--- src/rtl/axis_rr_arbiter.sv ---
// Round-robin AXI-Stream arbiter: packet-aware grants bounded by MAX_BURST, registered tagged output.
// Optional stability checker on the granted source under `AXIS_ARB_PROTOCOL_CHECK_EN.
module axis_rr_arbiter #(
  parameter int DATA_WIDTH = 10,
  parameter int NUM_INPUTS = 4,
  parameter int SRC_WIDTH  = $clog2(NUM_INPUTS),
  parameter int MAX_BURST  = 16
) (
  input  logic                             clk,
  input  logic                             rst,
  input  logic [NUM_INPUTS-1:0]            input_valid,
  input  logic [NUM_INPUTS*DATA_WIDTH-1:0] input_data,
  input  logic [NUM_INPUTS-1:0]            input_last,
  output logic [NUM_INPUTS-1:0]            input_ready,
  output logic                             output_valid,
  output logic [DATA_WIDTH-1:0]            output_data,
  output logic                             output_last,
  output logic [SRC_WIDTH-1:0]             output_source,
  input  logic                             output_ready,
  output logic                             protocol_error
);

  typedef enum logic {IDLE = 1'b0, GRANTED = 1'b1} state_t;

  state_t                  state_q, state_d;
  logic [SRC_WIDTH-1:0]    grant_q, grant_d;
  logic [7:0]              burst_cnt_q, burst_cnt_d;
  logic                    output_valid_q, output_valid_d;
  logic [DATA_WIDTH-1:0]   output_data_q, output_data_d;
  logic                    output_last_q, output_last_d;
  logic [SRC_WIDTH-1:0]    output_source_q, output_source_d;

  logic                    slot_free;
  logic                    sel_valid;
  logic [DATA_WIDTH-1:0]   sel_data;
  logic                    sel_last;
  logic                    accept;
  logic [7:0]              burst_inc;
  logic                    scan_found;
  logic [SRC_WIDTH-1:0]    scan_idx;
  logic [SRC_WIDTH-1:0]    cand;

  // Modulo-NUM_INPUTS add so non-power-of-two source counts wrap correctly.
  function automatic logic [SRC_WIDTH-1:0] wrap_add(input logic [SRC_WIDTH-1:0] base, input int k);
    int s;
    s = int'(base) + k;
    if (s >= NUM_INPUTS) s = s - NUM_INPUTS;
    return SRC_WIDTH'(s);
  endfunction

  // grant_q doubles as the round-robin pointer: the scan always starts just after the last grant.
  assign slot_free = !output_valid_q || output_ready;
  assign sel_valid = input_valid[grant_q];
  assign sel_data  = input_data[grant_q*DATA_WIDTH +: DATA_WIDTH];
  assign sel_last  = input_last[grant_q];
  assign accept    = (state_q == GRANTED) && sel_valid && slot_free;
  assign burst_inc = burst_cnt_q + 8'd1;

  // Iterate farthest-first so the nearest requester after the pointer wins.
  always_comb begin
    scan_found = 1'b0;
    scan_idx   = '0;
    cand       = '0;
    for (int k = NUM_INPUTS; k >= 1; k--) begin
      cand = wrap_add(grant_q, k);
      if (input_valid[cand]) begin
        scan_found = 1'b1;
        scan_idx   = cand;
      end
    end
  end

  always_ff @(posedge clk or posedge rst) begin
    if (rst) begin
      state_q         <= IDLE;
      grant_q         <= SRC_WIDTH'(NUM_INPUTS - 1);
      burst_cnt_q     <= '0;
      output_valid_q  <= 1'b0;
      output_data_q   <= '0;
      output_last_q   <= 1'b0;
      output_source_q <= '0;
    end else begin
      state_q         <= state_d;
      grant_q         <= grant_d;
      burst_cnt_q     <= burst_cnt_d;
      output_valid_q  <= output_valid_d;
      output_data_q   <= output_data_d;
      output_last_q   <= output_last_d;
      output_source_q <= output_source_d;
    end
  end

  always_comb begin
    state_d         = state_q;
    grant_d         = grant_q;
    burst_cnt_d     = burst_cnt_q;
    output_valid_d  = output_valid_q && !output_ready;
    output_data_d   = output_data_q;
    output_last_d   = output_last_q;
    output_source_d = output_source_q;
    case (state_q)
      IDLE: begin
        if (scan_found) begin
          state_d     = GRANTED;
          grant_d     = scan_idx;
          burst_cnt_d = '0;
        end
      end
      GRANTED: begin
        if (accept) begin
          burst_cnt_d     = burst_inc;
          output_valid_d  = 1'b1;
          output_data_d   = sel_data;
          output_last_d   = sel_last;
          output_source_d = grant_q;
          // Forced rotate on burst limit leaves output_last as the source drove it.
          if (sel_last || (burst_inc == 8'(MAX_BURST))) state_d = IDLE;
        end
      end
      default: state_d = IDLE;
    endcase
  end

  always_comb begin
    input_ready = '0;
    if ((state_q == GRANTED) && slot_free) input_ready[grant_q] = 1'b1;
  end

  assign output_valid  = output_valid_q;
  assign output_data   = output_data_q;
  assign output_last   = output_last_q;
  assign output_source = output_source_q;

`ifdef AXIS_ARB_PROTOCOL_CHECK_EN
  logic                  hold_vld_q, hold_vld_d;
  logic [DATA_WIDTH-1:0] hold_data_q, hold_data_d;
  logic                  hold_last_q, hold_last_d;
  logic                  protocol_error_q, protocol_error_d;
  logic                  violation;

  // A stalled beat must be re-presented unchanged until it is accepted.
  always_comb begin
    hold_vld_d       = (state_q == GRANTED) && sel_valid && !slot_free;
    hold_data_d      = sel_data;
    hold_last_d      = sel_last;
    violation        = hold_vld_q && (!sel_valid || (sel_data != hold_data_q) || (sel_last != hold_last_q));
    protocol_error_d = protocol_error_q || violation;
  end

  always_ff @(posedge clk or posedge rst) begin
    if (rst) begin
      hold_vld_q       <= 1'b0;
      hold_data_q      <= '0;
      hold_last_q      <= 1'b0;
      protocol_error_q <= 1'b0;
    end else begin
      hold_vld_q       <= hold_vld_d;
      hold_data_q      <= hold_data_d;
      hold_last_q      <= hold_last_d;
      protocol_error_q <= protocol_error_d;
    end
  end

  assign protocol_error = protocol_error_q;

`ifndef SYNTHESIS
  logic [31:0] cycle_q;
  always_ff @(posedge clk or posedge rst) begin
    if (rst) begin
      cycle_q <= '0;
    end else begin
      cycle_q <= cycle_q + 32'd1;
      if (violation)
        $error("axis_rr_arbiter: source %0d broke valid/data stability at cycle %0d", grant_q, cycle_q);
    end
  end
`endif
`else
  assign protocol_error = 1'b0;
`endif

endmodule

--- config.mk ---
export PLATFORM = sky130hd
export DESIGN_NAME = axis_rr_arbiter
export DESIGN_NICKNAME = d
export VERILOG_FILES = /design/src/rtl/axis_rr_arbiter.sv
export SDC_FILE = /design/constraint.sdc
export NUM_CORES = 1
export LEC_CHECK = 0
export CORE_MARGIN = 5
export CORE_UTILIZATION = 46
export CTS_CLUSTER_DIAMETER = 150
export CTS_CLUSTER_SIZE = 10
export DETAILED_ROUTE_END_ITERATION = 16
export GPL_TIMING_DRIVEN = 1
export PLACE_DENSITY_LB_ADDON = 0.08
export SLEW_MARGIN = 15
export SYNTH_ARGS = -nofsm -noshare
export SYNTH_HDL_FRONTEND = slang
export SYNTH_SLANG_ARGS = --single-unit
--- constraint.sdc ---
create_clock -name clk -period 4.36 [get_ports clk]
set_input_delay 0.872 -clock clk [delete_from_list [all_inputs] [get_ports clk]]
set_output_delay 0.872 -clock clk [all_outputs]
set_load 0.005 [all_outputs]
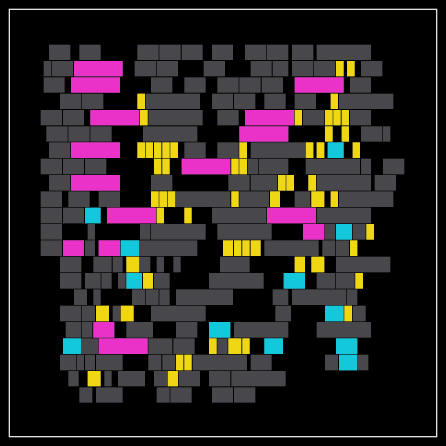
(gate-type map)
Scale: 6 px per micron.
| color | family | cells | most used |
|---|---|---|---|
| magenta | multiplexers | 16 | mux4_2 |
| yellow | NAND gates | 57 | nand2_1 |
| cyan | AND-OR and OR-AND gates | 12 | a211o_1 |

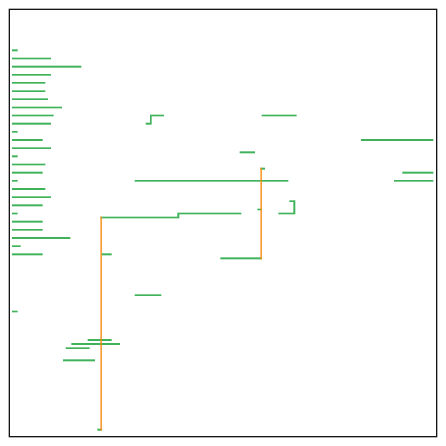
(signal wires by layer)
Scale: 6 px per micron. Only two layers are drawn.
| color | layer | wire length |
|---|---|---|
| orange | met4 | 50.3 microns |
| green | met3 | 250 microns |
Overall Global Routing Usage: 18.29%
final wirelength: 4.648 mm

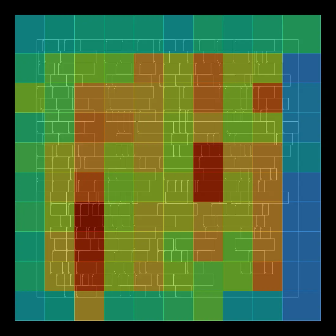
(congestion heat map)
Routed wire per std cell: 16.25 microns
busiest metal layer after global routing: met2
met1 track demand over resource: 21.98%

==> run notes <==
Results of an implementation run.

The worst relative slew slack is 36.65%. Per the synthesis report, the dominant area consumer among library cells is sky130_fd_sc_hd__dfrtp_1. The wire length on met1 is 1.812 mm. Looking at the group totals, the largest power group turns out to be combinational logic. Yosys reports the multiplexer fraction of the synthesized area as 18.14%. The flow measured a signed area growth from synthesis to layout of 42.14%. The end point of the critical path is input_ready[0]. The post-synthesis net count is 234.

STA on the placed design reports a worst setup slack of 1.207 ns. The largest cell class by area is combinational gates. Entering global routing, the biggest net connects 27 pins. The flow ran to the end, and the final reports show no timing, DRC or antenna violations.

Across the run, the number of max-cap violations was 0. The transition time at the pin with the least slew margin is 0.9492 ns. The part of the power in the clock network is 10.6%. Including well taps, the total number of placed cells is 282. Setup repair after global routing left no endpoint under its margin. The sum of met2 wire segment lengths after detailed routing is 2.535 mm. The finished layout holds 286 standard cells, fillers aside. The post-route netlist has 9.664% of its cells at a drive strength greater than 1. The power report attributes to the sequential group a share of 35.8%.

The count of sequential standard cells is 25. In the routed design, unresolved DRC markers number 0. Per the GRT congestion report, total overflow comes to 0. The family of cells with the greatest summed delay on the critical path is flip-flops. The STA report counts the stages on the worst setup path as 4. Nets still carrying antenna violations after routing amount to 0. The critical path endpoint has a required time of 3.49 ns. After synthesis, the share of flip-flops with an asynchronous set or reset is 100.0%.

The fraction of cell area in multi-input combinational cells is reported as 40.61%. The root buffer cell chosen for the clock tree is sky130_fd_sc_hd__clkbuf_8. On the final layout, the worst hold slack is 0.4863 ns. The register with the most flip-flops in the layout has 10 of them.

The area fraction of the largest cell type after synthesis is 33.65%. The overall chip area is 5037 sq um.
No activity file was given, so power comes from the tool's default toggle rates.
